`config.mk`:
```
export PLATFORM = sky130hd
export DESIGN_NAME = mem_access_arbiter_flat
export DESIGN_NICKNAME = d
export VERILOG_FILES = /design/src/rtl/mem_access_arbiter_pkg.sv /design/src/rtl/mem_access_arbiter_if.sv /design/src/rtl/rr_arbiter2.sv /design/src/rtl/mem_access_arbiter.sv /design/src/flat_wrapper.sv
export SDC_FILE = /design/constraint.sdc
export NUM_CORES = 1
export LEC_CHECK = 0
export CORE_AREA = 2 2 41 81
export DETAILED_ROUTE_END_ITERATION = 10
export DIE_AREA = 0 0 43 83
export PLACE_DENSITY_LB_ADDON = 0.3
export SETUP_SLACK_MARGIN = 0.5
export SYNTH_ARGS = -nofsm -noshare
export SYNTH_HDL_FRONTEND = slang
export SYNTH_SLANG_ARGS = --single-unit
```
`constraint.sdc`:
```
create_clock -name clk -period 2.15 [get_ports clk]
set_input_delay 0.215 -clock clk [delete_from_list [all_inputs] [get_ports clk]]
set_output_delay 0.215 -clock clk [all_outputs]
set_load 0.02 [all_outputs]
```
`src/rtl/mem_access_arbiter_pkg.sv`:
```
// Shared definitions for the memory access arbiter: default widths, the
// write/read encoding of the we inputs, and the sequencer state type.
package mem_ctrl_pkg;

  localparam int DEF_DATA_W = 8;
  localparam int DEF_ADDR_W = 2;

  localparam logic WRITE = 1'b1;
  localparam logic READ  = 1'b0;

  // SETUP/HOLD bracket the one-cycle STROBE so the latch memory sees
  // addr and data stable on both sides of the store pulse.
  typedef enum logic [2:0] {
    IDLE   = 3'd0,
    SETUP  = 3'd1,
    STROBE = 3'd2,
    HOLD   = 3'd3,
    SAMPLE = 3'd4
  } state_t;

endpackage

```
`src/rtl/mem_access_arbiter_if.sv`:
```
// Bus bundle between two requesters, the arbiter and the latch memory.
//   req*/we*/addr*/wdata*  requester transaction inputs
//   ack*/rdata             completion pulse and read result
//   mem_data/store/addr    drive the memory system; mem_q is its output
//   busy/grant_id          arbiter status
// slave  : the arbiter's view; master : the requester/memory side view.
interface mem_access_arbiter_if
  import mem_ctrl_pkg::*;
#(
  parameter int DATA_W = DEF_DATA_W,
  parameter int ADDR_W = DEF_ADDR_W
) ();

  logic              req0, we0, ack0;
  logic [ADDR_W-1:0] addr0;
  logic [DATA_W-1:0] wdata0;
  logic              req1, we1, ack1;
  logic [ADDR_W-1:0] addr1;
  logic [DATA_W-1:0] wdata1;
  logic [DATA_W-1:0] rdata;
  logic [DATA_W-1:0] mem_data;
  logic              mem_store;
  logic [ADDR_W-1:0] mem_addr;
  logic [DATA_W-1:0] mem_q;
  logic              busy;
  logic              grant_id;

  modport slave (
    input  req0, we0, addr0, wdata0, req1, we1, addr1, wdata1, mem_q,
    output ack0, ack1, rdata, mem_data, mem_store, mem_addr, busy, grant_id
  );

  modport master (
    output req0, we0, addr0, wdata0, req1, we1, addr1, wdata1, mem_q,
    input  ack0, ack1, rdata, mem_data, mem_store, mem_addr, busy, grant_id
  );

endinterface

```
`src/rtl/rr_arbiter2.sv`:
```
// Two-way round-robin arbiter.
//   clk, reset_n  clock and synchronous active-low reset
//   req[1:0]      request vector
//   advance       commit the current grant (IDLE->SETUP edge)
//   grant[1:0]    one-hot winner (all zero when no request)
//   grant_idx     index of the winner
module rr_arbiter2 (
  input  logic       clk,
  input  logic       reset_n,
  input  logic [1:0] req,
  input  logic       advance,
  output logic [1:0] grant,
  output logic       grant_idx
);

  // Resets to 1 so requester 0 wins the first tie.
  logic r_last_grant;

  // NOTE: every output of a combinational block gets a default first, so no
  // path through the case leaves it unassigned and infers a latch.
  always_comb begin
    grant = 2'b00;
    case (req)
      2'b01:   grant = 2'b01;
      2'b10:   grant = 2'b10;
      2'b11:   grant = r_last_grant ? 2'b01 : 2'b10;
      default: grant = 2'b00;
    endcase
    grant_idx = grant[1];
  end

  // NOTE: clocked state uses non-blocking assignment so every register
  // samples pre-edge values regardless of statement order.
  always_ff @(posedge clk) begin
    if (!reset_n)     r_last_grant <= 1'b1;
    else if (advance) r_last_grant <= grant_idx;
  end

endmodule

```
`src/rtl/mem_access_arbiter.sv`:
```
// Shares the 4 x 8-bit latch memory between two requesters.
//   clk, reset_n  clock and synchronous active-low reset
//   bus           requester handshakes, memory drive/sample, status
// Writes run IDLE->SETUP->STROBE->HOLD (ack in HOLD); reads run
// IDLE->SETUP->SAMPLE (ack and rdata in SAMPLE).
module mem_access_arbiter
  import mem_ctrl_pkg::*;
#(
  parameter int DATA_W = DEF_DATA_W,
  parameter int ADDR_W = DEF_ADDR_W
) (
  input logic                  clk,
  input logic                  reset_n,
  mem_access_arbiter_if.slave  bus
);

  state_t            r_state, w_next_state;
  logic              r_we;
  logic [ADDR_W-1:0] r_mem_addr;
  logic [DATA_W-1:0] r_mem_data;
  logic [DATA_W-1:0] r_rdata;
  logic              r_mem_store;
  logic              r_grant_id;

  logic [1:0] w_req, w_grant;
  logic       w_grant_idx, w_advance, w_ack;

  assign w_req     = {bus.req1, bus.req0};
  assign w_advance = (r_state == IDLE) && (w_req != 2'b00);

  rr_arbiter2 u_arb (
    .clk       (clk),
    .reset_n   (reset_n),
    .req       (w_req),
    .advance   (w_advance),
    .grant     (w_grant),
    .grant_idx (w_grant_idx)
  );

  always_comb begin
    w_next_state = r_state;
    w_ack        = 1'b0;
    case (r_state)
      IDLE:    if (w_advance) w_next_state = SETUP;
      SETUP:   w_next_state = (r_we == WRITE) ? STROBE : SAMPLE;
      STROBE:  w_next_state = HOLD;
      HOLD:    begin w_ack = 1'b1; w_next_state = IDLE; end
      SAMPLE:  begin w_ack = 1'b1; w_next_state = IDLE; end
      default: w_next_state = IDLE;
    endcase
  end

  always_ff @(posedge clk) begin
    if (!reset_n) begin
      r_state     <= IDLE;
      r_we        <= READ;
      r_mem_addr  <= '0;
      r_mem_data  <= '0;
      r_rdata     <= '0;
      r_mem_store <= 1'b0;
      r_grant_id  <= 1'b0;
    end else begin
      r_state     <= w_next_state;
      // Registered from the next state so the store pulse is glitch-free.
      r_mem_store <= (w_next_state == STROBE);
      // The winner's request is captured once; later input changes are ignored.
      if (w_advance) begin
        r_grant_id <= w_grant_idx;
        r_we       <= w_grant[1] ? bus.we1    : bus.we0;
        r_mem_addr <= w_grant[1] ? bus.addr1  : bus.addr0;
        r_mem_data <= w_grant[1] ? bus.wdata1 : bus.wdata0;
      end
      // mem_q has settled on the registered address during SETUP; capturing
      // it here makes rdata valid alongside ack in SAMPLE.
      if (r_state == SETUP && r_we == READ) r_rdata <= bus.mem_q;
    end
  end

  assign bus.ack0      = w_ack & ~r_grant_id;
  assign bus.ack1      = w_ack &  r_grant_id;
  assign bus.rdata     = r_rdata;
  assign bus.mem_data  = r_mem_data;
  assign bus.mem_addr  = r_mem_addr;
  assign bus.mem_store = r_mem_store;
  assign bus.busy      = (r_state != IDLE);
  assign bus.grant_id  = r_grant_id;

endmodule

```
`src/flat_wrapper.sv`:
```
// flat-port wrapper written by rule: the top's interface ports become plain ports
module mem_access_arbiter_flat import mem_ctrl_pkg::*;
#(
  parameter int DATA_W = DEF_DATA_W,
  parameter int ADDR_W = DEF_ADDR_W
)
  (clk, reset_n, bus_req0, bus_we0, bus_addr0, bus_wdata0, bus_req1, bus_we1, bus_addr1, bus_wdata1, bus_mem_q, bus_ack0, bus_ack1, bus_rdata, bus_mem_data, bus_mem_store, bus_mem_addr, bus_busy, bus_grant_id);
  mem_access_arbiter_if #(.DATA_W(DATA_W), .ADDR_W(ADDR_W)) bus_i ();
  input logic clk;
  input logic reset_n;
  input wire logic [$bits(bus_i.req0)-1:0] bus_req0;
  input wire logic [$bits(bus_i.we0)-1:0] bus_we0;
  input wire logic [$bits(bus_i.addr0)-1:0] bus_addr0;
  input wire logic [$bits(bus_i.wdata0)-1:0] bus_wdata0;
  input wire logic [$bits(bus_i.req1)-1:0] bus_req1;
  input wire logic [$bits(bus_i.we1)-1:0] bus_we1;
  input wire logic [$bits(bus_i.addr1)-1:0] bus_addr1;
  input wire logic [$bits(bus_i.wdata1)-1:0] bus_wdata1;
  input wire logic [$bits(bus_i.mem_q)-1:0] bus_mem_q;
  output wire logic [$bits(bus_i.ack0)-1:0] bus_ack0;
  output wire logic [$bits(bus_i.ack1)-1:0] bus_ack1;
  output wire logic [$bits(bus_i.rdata)-1:0] bus_rdata;
  output wire logic [$bits(bus_i.mem_data)-1:0] bus_mem_data;
  output wire logic [$bits(bus_i.mem_store)-1:0] bus_mem_store;
  output wire logic [$bits(bus_i.mem_addr)-1:0] bus_mem_addr;
  output wire logic [$bits(bus_i.busy)-1:0] bus_busy;
  output wire logic [$bits(bus_i.grant_id)-1:0] bus_grant_id;
  assign bus_i.req0 = bus_req0;
  assign bus_i.we0 = bus_we0;
  assign bus_i.addr0 = bus_addr0;
  assign bus_i.wdata0 = bus_wdata0;
  assign bus_i.req1 = bus_req1;
  assign bus_i.we1 = bus_we1;
  assign bus_i.addr1 = bus_addr1;
  assign bus_i.wdata1 = bus_wdata1;
  assign bus_i.mem_q = bus_mem_q;
  assign bus_ack0 = bus_i.ack0;
  assign bus_ack1 = bus_i.ack1;
  assign bus_rdata = bus_i.rdata;
  assign bus_mem_data = bus_i.mem_data;
  assign bus_mem_store = bus_i.mem_store;
  assign bus_mem_addr = bus_i.mem_addr;
  assign bus_busy = bus_i.busy;
  assign bus_grant_id = bus_i.grant_id;
  mem_access_arbiter #(.DATA_W(DATA_W), .ADDR_W(ADDR_W)) u_core (.clk(clk), .reset_n(reset_n), .bus(bus_i));
endmodule
```
run_1/flops_by_reg.png
The bar under the picture is 10 um long. Other sequential cells in the stronger grey, the rest of the logic in the fainter grey.
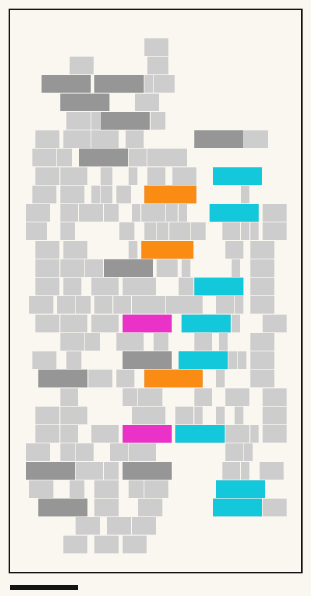
`u_core.bus.mem_addr`: in magenta, placed flops 2. `u_core.r_state`: in orange, placed flops 3. `u_core.bus.rdata`: in cyan, placed flops 8.

run_1/congestion.png
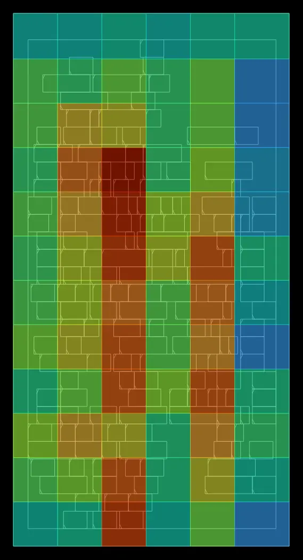
Global Route met1 Usage: 0.181
met3 capacity usage during global routing: 0.0239
met2 usage: 0.314
GR peak layer: met2
utilization after layout: 0.588

run_1/logic_types.png
The bar under the picture is 10 um long.
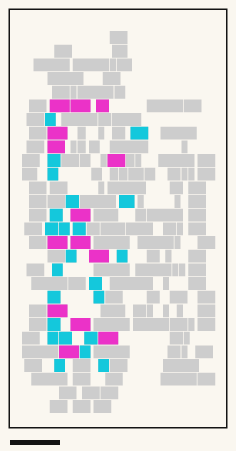
AND-OR and OR-AND gates: in magenta, cells 14, most used o2111a_1. AND and OR gates: in cyan, cells 23.

run_1/wires.png
The bar under the picture is 10 um long.
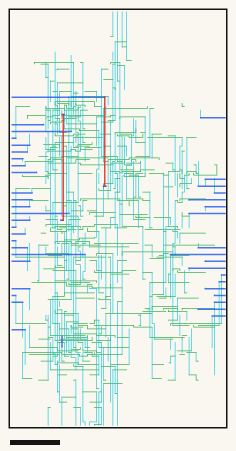
metal 4: in red, wire length 38.8 um. metal 2: in cyan, wire length 1,550 um. metal 1: in green, wire length 1,040 um. metal 3: in blue, wire length 194 um.

==> run_results.csv, run 1 <==
group,metric,value,unit
outcome,outcome,"completed",
logic_synthesis,ys_dominant_reg_cell,"dfxtp_1",
detailed_routing,top_signal_layer_used,"met4",
logic_synthesis,synth-edff-count,0,
pwr,p_leak,0.621,nW
logic_synthesis,synth_area_per_cell,9.37,um2
detailed_routing,wirelength_met1,1040,um
place,dp.cells,196,
logic_synthesis,synth_flops,25,
critical_path,crit_path_end,"bus_ack1",
floorplan,dieHeight,83,um
pwr,netSwitchingPower,0.342,mW
sta,hold_violations,0,
layout,post_layout_nonfiller_instances,200,
clock_network,clock_sink_count,25,
layout,layout.cells.most_common,"clkdlybuf4s50_1",
detailed_routing,drt-total-wl,2830,um
place,dpl.hpwl,2160,um
logic_synthesis,ys_cells,118,
critical_path,path_max_fanout,8,
worst_hold_path,min_to,"u_core.bus.rdata[7]$_SDFFE_PN0N_",
worst_hold_path,timing.hold.worst.class,"flip-flop to flip-flop",
pwr,clock_net_power,0.269,mW
worst_hold_path,worst_hold_startpoint,"u_core.bus.rdata[7]$_SDFFE_PN0N_",
place,port_buffers,56,
critical_path,path_cells,"and3b_1 > a21oi_2 > nor2b_1 > dlygate4sd2_1",
sta,setup_viol,0,
critical_path,reg2reg_path_depth,4,
pwr,power.combinational.total,0.356,mW
sta,hold-worst-slack,0.457,ns
layout,logic_gate_count,82,
sta,worstMarginPinSlew,0.734,ns
sta,final.setup_skew,0.00142,ns
floorplan,die_x,43,um
run,maxCapViolCount,0,
worst_hold_path,hold_path_depth,2,
logic_synthesis,synthDistinctLibCells,29,
layout,antennaDiodeCount,0,
run_1/detail.png
The bar under the picture is 5 um long. Window x 12 to 32, y 48 to 68 um. Cells in grey, sequential cells in the stronger grey; small squares are vias.
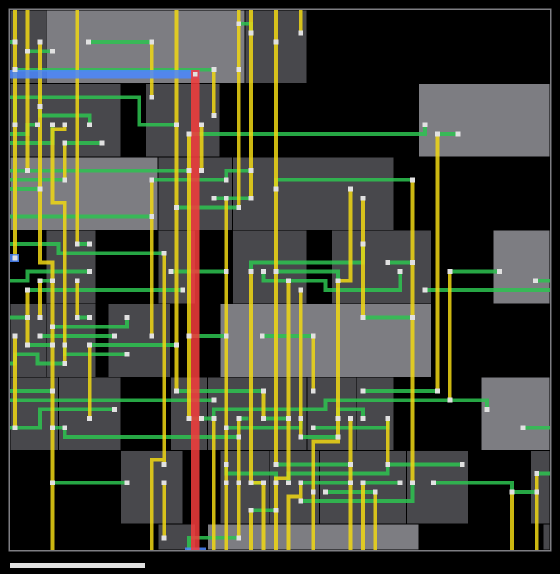

==> run 2, diff against run 1 <==
clock period = 1.5 ns   (was 2.15 ns; I/O delays follow)
run_2/detail.png
The bar under the picture is 5 um long. Window x 12 to 32, y 48 to 68 um. Cells in grey, sequential cells in the stronger grey; small squares are vias.
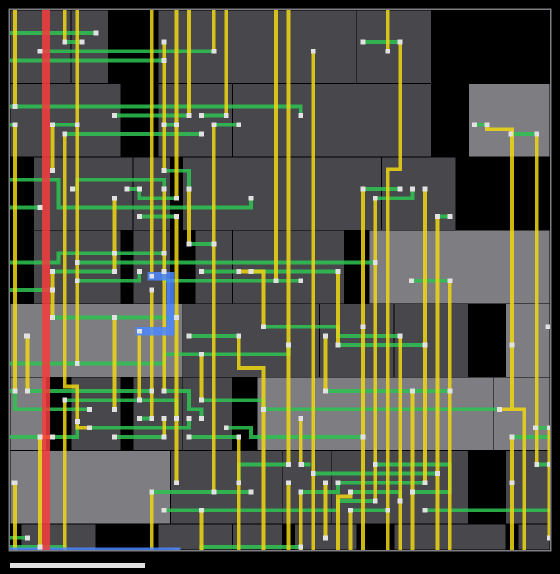
metal 3: in blue. metal 4: in red. metal 2: in yellow. metal 1: in green.
29 logic cells have their middle in the window. Most frequent: buf_4 (5), buf_12 (3), dfxtp_1 (3). Sequential cells in the window: 4.

==> run 2 against run 1 <==
Global-route usage is 2.0 points higher. Combinational power is 99% higher. The flow now finishes with violations (setup timing). Non-clock buffer count is 20 higher. Total power is 61% higher. Largest cell class is now non-clock buffers. Flip-flop count stayed put.
==> run_results.csv, run 2 <==
group,metric,value,unit
outcome,outcome,"finished with violations",
outcome,failed_checks,"setup timing",
sta,hold_violations,0,
detailed_routing,drt-total-wl,3450,um
logic_synthesis,synth-edff-count,0,
clock_network,clock_sink_count,25,
layout,antennaDiodeCount,0,
sta,hold-worst-slack,0.429,ns
sta,final_critical_path_setup_slack,-0.0676,ns
global_route,groute.layer.met2.usage,0.382,
logic_synthesis,synth_area_per_cell,9.37,um2
layout,post_layout_nonfiller_instances,220,
logic_synthesis,synth_flops,25,
pwr,p_leak,0.808,nW
worst_hold_path,worst_hold_startpoint,"bus_mem_q[2]",
layout,logic_gate_count,82,
critical_path,crit_path_end,"u_core.bus.mem_data[0]$_SDFFE_PN0P_",
run,maxCapViolCount,0,
place,dp.cells,207,
place,port_buffers,56,
sta,setup_viol,10,
detailed_routing,top_signal_layer_used,"met4",
run_2/flops_by_reg.png
The bar under the picture is 10 um long. Other sequential cells in the stronger grey, the rest of the logic in the fainter grey.
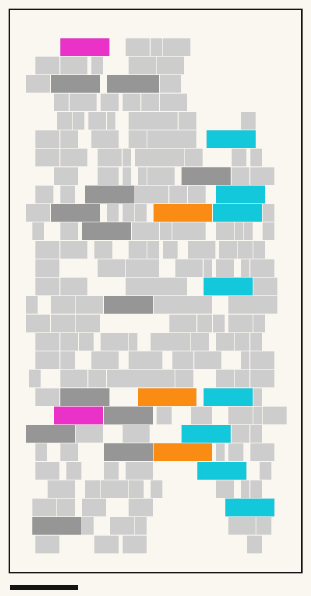
Seq/total area: 0.259
area occupied by registers: 513 um2
utilization after layout: 0.673
P_seq: 0.786 mW

run_2/wires.png
The bar under the picture is 10 um long.
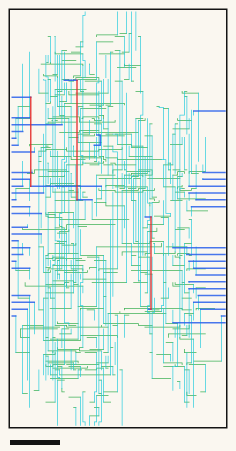

==> run 3, diff against run 2 <==
PLACE_DENSITY = 0.76   (was not set)
PLACE_DENSITY_LB_ADDON = not set   (was 0.3)
run_3/wires.png
The bar under the picture is 10 um long.
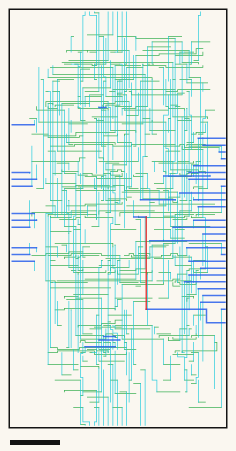
metal 4: in red, wire length 18.4 um. metal 3: in blue, wire length 232 um. metal 2: in cyan, wire length 2,100 um. metal 1: in green, wire length 1,480 um.

==> run 3 against run 2 <==
The flow still finishes with violations (setup timing). Largest power group unchanged. Maximum frequency down 3.3%. Sequential power about the same. Critical endpoint is now u_core.bus.mem_addr[1]$_SDFFE_PN0P_. Wire length up 11%. Die size unchanged. Worst hold slack better by 0.013 ns. Critical path type unchanged. Total power up 3.2%. Highest routed layer unchanged. Largest cell class unchanged.
==> run_results.csv, run 3 <==
group,metric,value,unit
critical_path,crit_path_end,"u_core.bus.mem_addr[1]$_SDFFE_PN0P_",
outcome,failed_checks,"setup timing",
place,dp.cells,203,
logic_synthesis,synth_area_per_cell,9.37,um2
place,port_buffers,56,
sta,hold_violations,0,
layout,antennaDiodeCount,0,
worst_hold_path,worst_hold_startpoint,"bus_mem_q[4]",
layout,post_layout_nonfiller_instances,226,
outcome,outcome,"finished with violations",
clock_network,clock_sink_count,25,
global_route,groute.layer.met2.usage,0.360,
logic_synthesis,synth_flops,25,
layout,logic_gate_count,82,
sta,hold-worst-slack,0.443,ns
detailed_routing,drt-total-wl,3830,um
layout,area_occupied_by_registers,513,um2
layout,seq_share,0.250,
sta,setup_viol,12,
sta,final_critical_path_setup_slack,-0.121,ns
run_3/congestion.png
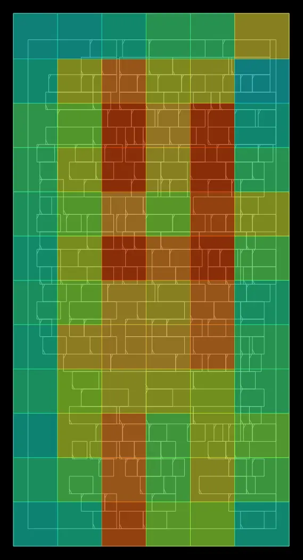
wire length per cell after detailed routing: 16.9 um
Global Route met1 Usage: 0.232
utilization after layout: 0.697

No activity file was given, so power comes from the tool's default toggle rates.
